<file path="src/rtl/patch_mult_pkg.sv">
// Shared types and default sizing for the patch-multiplier sequencer.
// Default index width is derived from the patch length.
package patch_mult_pkg;

    function automatic int clog2(input int n);
        int r;
        r = 0;
        while ((1 << r) < n) r++;
        return r;
    endfunction

    localparam int DEF_PATCH_LEN = 81;
    localparam int DEF_DATA_W    = 32;
    localparam int DEF_IDX_W     = clog2(DEF_PATCH_LEN);

    typedef enum logic [2:0] {
        IDLE,
        LOAD_K,
        RUN,
        DRAIN,
        PUSH
    } state_t;

endpackage

</file>
<file path="src/rtl/patch_coef_ram.sv">
// Kernel coefficient store: one write port, one registered read port.
// Contents are not reset; only written entries are ever read.
module patch_coef_ram
#(
    parameter int DEPTH = 81,
    parameter int W     = 32,
    parameter int AW    = 7
)
(
    input  logic          clk,
    input  logic          we,
    input  logic [AW-1:0] waddr,
    input  logic [W-1:0]  wdata,
    input  logic          re,
    input  logic [AW-1:0] raddr,
    output logic [W-1:0]  rdata
);

    logic [W-1:0] mem [DEPTH];

    always_ff @(posedge clk) begin
        if (we) mem[waddr] <= wdata;
        if (re) rdata <= mem[raddr];
    end

endmodule

</file>
<file path="src/rtl/patch_mult_sequencer.sv">
// Loads a kernel, streams patches through an external MAC and
// pushes one accumulated result per patch into the read FIFO.
module patch_mult_sequencer
    import patch_mult_pkg::*;
#(
    parameter int PATCH_LEN = DEF_PATCH_LEN,
    parameter int DATA_W    = DEF_DATA_W,
    parameter int IDX_W     = DEF_IDX_W
)
(
    input  logic              bus_clk,
    input  logic              bus_rst,
    input  logic              kernel_empty,
    output logic              kernel_rden,
    input  logic [DATA_W-1:0] kernel_data,
    input  logic              kernel_open,
    input  logic              patch_empty,
    output logic              patch_rden,
    input  logic [DATA_W-1:0] patch_data,
    input  logic              patch_open,
    output logic              mac_valid,
    output logic              mac_first,
    output logic              mac_last,
    output logic [DATA_W-1:0] mac_a,
    output logic [DATA_W-1:0] mac_b,
    input  logic              mac_res_valid,
    input  logic [DATA_W-1:0] mac_res,
    input  logic              res_full,
    output logic              res_wren,
    output logic [DATA_W-1:0] res_data,
    output logic              kernel_loaded,
    output logic              busy,
    output logic              abort_pulse
);

    localparam logic [IDX_W:0]   LEN    = (IDX_W+1)'(PATCH_LEN);
    localparam logic [IDX_W:0]   LAST_P = (IDX_W+1)'(PATCH_LEN - 1);
    localparam logic [IDX_W-1:0] LAST_K = IDX_W'(PATCH_LEN - 1);

    state_t            state;
    logic [IDX_W-1:0]  k_idx;
    logic [IDX_W:0]    k_rd;
    logic [IDX_W:0]    p_rd;
    logic              k_vld;
    logic              mv_q;
    logic              mf_q;
    logic              ml_q;
    logic [DATA_W-1:0] coef_q;
    logic              k_done;

    // Read counters are one bit wider so PATCH_LEN itself is representable.
    assign kernel_rden = (state == LOAD_K) && !kernel_empty && (k_rd != LEN);
    assign patch_rden  = (state == RUN) && patch_open && !patch_empty
                         && (p_rd != LEN);
    assign res_wren    = (state == PUSH) && !res_full;
    assign busy        = (state != IDLE);
    assign k_done      = k_vld && (k_idx == LAST_K);

    assign mac_valid = mv_q;
    assign mac_first = mf_q;
    assign mac_last  = ml_q;
    assign mac_a     = mv_q ? patch_data : '0;
    assign mac_b     = mv_q ? coef_q : '0;

    patch_coef_ram #(
        .DEPTH (PATCH_LEN),
        .W     (DATA_W),
        .AW    (IDX_W)
    ) u_coef (
        .clk   (bus_clk),
        .we    (k_vld && (state == LOAD_K)),
        .waddr (k_idx),
        .wdata (kernel_data),
        .re    (patch_rden),
        .raddr (p_rd[IDX_W-1:0]),
        .rdata (coef_q)
    );

    always_ff @(posedge bus_clk) begin
        if (bus_rst) begin
            state         <= IDLE;
            k_idx         <= '0;
            k_rd          <= '0;
            p_rd          <= '0;
            k_vld         <= 1'b0;
            mv_q          <= 1'b0;
            mf_q          <= 1'b0;
            ml_q          <= 1'b0;
            res_data      <= '0;
            kernel_loaded <= 1'b0;
            abort_pulse   <= 1'b0;
        end else begin
            k_vld       <= kernel_rden;
            mv_q        <= patch_rden;
            mf_q        <= patch_rden && (p_rd == '0);
            ml_q        <= patch_rden && (p_rd == LAST_P);
            abort_pulse <= 1'b0;
            if (kernel_rden) k_rd <= k_rd + 1'b1;
            if (patch_rden)  p_rd <= p_rd + 1'b1;

            unique case (state)
                IDLE: begin
                    if (!kernel_empty) begin
                        state         <= LOAD_K;
                        kernel_loaded <= 1'b0;
                        k_idx         <= '0;
                        k_rd          <= '0;
                    end else if (kernel_loaded && !patch_empty) begin
                        state <= RUN;
                        p_rd  <= '0;
                    end
                end
                LOAD_K: begin
                    if (k_vld) k_idx <= k_idx + 1'b1;
                    if (k_done) begin
                        kernel_loaded <= 1'b1;
                        state         <= IDLE;
                    end else if (!kernel_open) begin
                        state <= IDLE;
                    end
                end
                RUN: begin
                    if (mv_q && ml_q) begin
                        state <= DRAIN;
                    end else if (!patch_open) begin
                        abort_pulse <= 1'b1;
                        state       <= IDLE;
                    end
                end
                DRAIN: begin
                    if (mac_res_valid) begin
                        res_data <= mac_res;
                        state    <= PUSH;
                    end
                end
                PUSH: begin
                    if (!res_full) state <= IDLE;
                end
                default: state <= IDLE;
            endcase
        end
    end

endmodule

</file>
<file path="config.mk">
export PLATFORM = sky130hd
export DESIGN_NAME = patch_mult_sequencer
export DESIGN_NICKNAME = d
export VERILOG_FILES = /design/src/rtl/patch_mult_pkg.sv /design/src/rtl/patch_coef_ram.sv /design/src/rtl/patch_mult_sequencer.sv
export SDC_FILE = /design/constraint.sdc
export NUM_CORES = 2
export LEC_CHECK = 0
export CAP_MARGIN = 25
export CORE_MARGIN = 2
export CORE_UTILIZATION = 50
export CTS_BUF_LIST = sky130_fd_sc_hd__clkbuf_16
export DETAILED_ROUTE_END_ITERATION = 10
export PLACE_DENSITY = 0.66
export SYNTH_ARGS = -nofsm -noshare
export SYNTH_HDL_FRONTEND = slang
export SYNTH_SLANG_ARGS = --single-unit
</file>
<file path="constraint.sdc">
create_clock -name bus_clk -period 6.03 [get_ports bus_clk]
set_input_delay 1.206 -clock bus_clk [delete_from_list [all_inputs] [get_ports bus_clk]]
set_output_delay 1.206 -clock bus_clk [all_outputs]
set_load 0.02 [all_outputs]
</file>
==> images/congestion_map.png <==
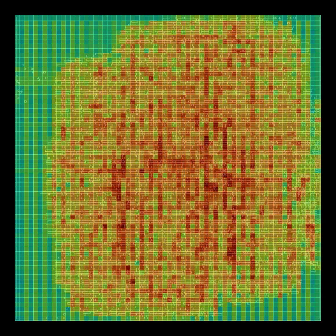
routing usage on met2: 0.3996
met3 Resource Use GR: 0.06968

==> images/closeup.png <==
The bar under the picture is 5 µm long. Region (333, 333) to (353, 353) µm. Cells in grey, sequential cells in the stronger grey; small squares are vias.
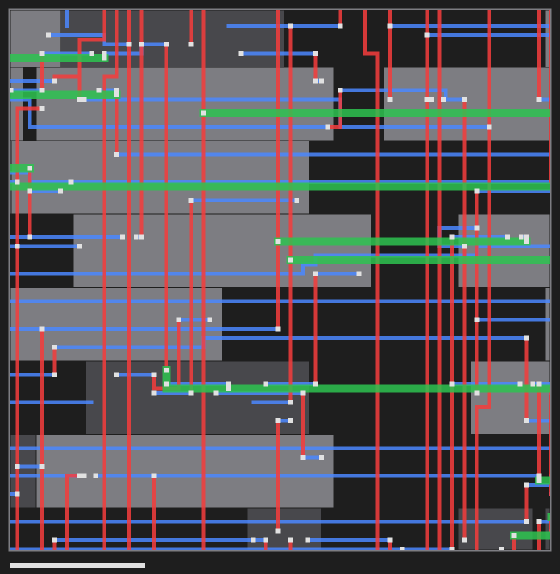
[red] M2
[blue] M1
[green] M3
cells with their middle in the window: 10
netlist names of flops here include: `u_coef.mem` (6)
sequential cells in the window: 6
most frequent: edfxtp_1 (6), mux4_2 (2)

==> results_dict.tcl <==
# collected from the flow reports
set metrics [dict create \
    final-seq-area_um2 80090 \
    synth.cellmix.compoundShare 0.03726 \
    lay_top_count "edfxtp_1" \
    core-area_um2 204400 \
    track_usage 0.2632 \
    yosys_warnings 0 \
    finalClockPeriodUsage 0.8210 \
    synthFlopType "edfxtp_1" \
    clk_latency_ps 920 \
    top_area_cell "edfxtp_1" \
    clk_share 0.07046 \
    final_hold_viol_count 0 \
    cp_data_arrival_time_ps 3740 \
    nWellTaps 2688 \
    setup_slack_ps 1079 \
    warnings 37 \
    synthTopCellsByCount "edfxtp_1 (2624), mux4_2 (450), mux2i_1 (378), nand2_1 (178), clkbuf_1 (155)" \
    grt_overflow_total 0 \
    comb_share 0.1867 \
    grt_first_pass_wirelength_um 389200 \
    top_layer_used "met5" \
    cp_top_family "flip-flops" \
    top_cell_area_share 0.7675 \
    ys_cells 5034 \
    comb_cell_power_w 0.000711 \
    drt_iter0_drc 7115 \
    clock_power_share 0.429 \
    logic_family "multiplexers" \
    cp-start-kind "flip-flop" \
    cts-htree-levels 5 \
    num-fill-cells 14880 \
    fin_setup_tns_ps 0 \
    status "finished, final reports clean" \
    crit_path_end "patch_rden" \
    ys_chip_area_um2 102700 \
    required_ps 4820 \
    fin_cells 8337 \
    grt_max_degree 114 \
    final.setup_skew_ps 52.27 \
    design.seq.count 2688 \
    dr_wl_met2_um 128000 \
    nClkBuffers 285 \
    p_total_w 0.03717 \
    rsz0062_at_grt "false" \
    tightest_slew_ps 1135 \
    wl_met3_um 31340 \
    dp_slack_ps 1475 \
    wl_um 277800 \
    cp-end-kind "output port" \
    stdcell_area_um2 117700 \
    p_per_area_nw_per_um2 316.0 \
    path_cells "nor4bb_2 -> a311oi_4 -> clkdlybuf4s50_1" \
    grt_busiest_layer "met2" \
    setup_violations 0 \
    cts_sinks 2688 \
    post-route-min-period_ps 4951 \
    async_flop_share 0 \
    post-route-util 0.5757 \
    swShare 0.1972 \
    p_seq_w 0.0205 \
    maxCapViolations 0 \
    fa_ha_area_frac 0.0008531 \
]
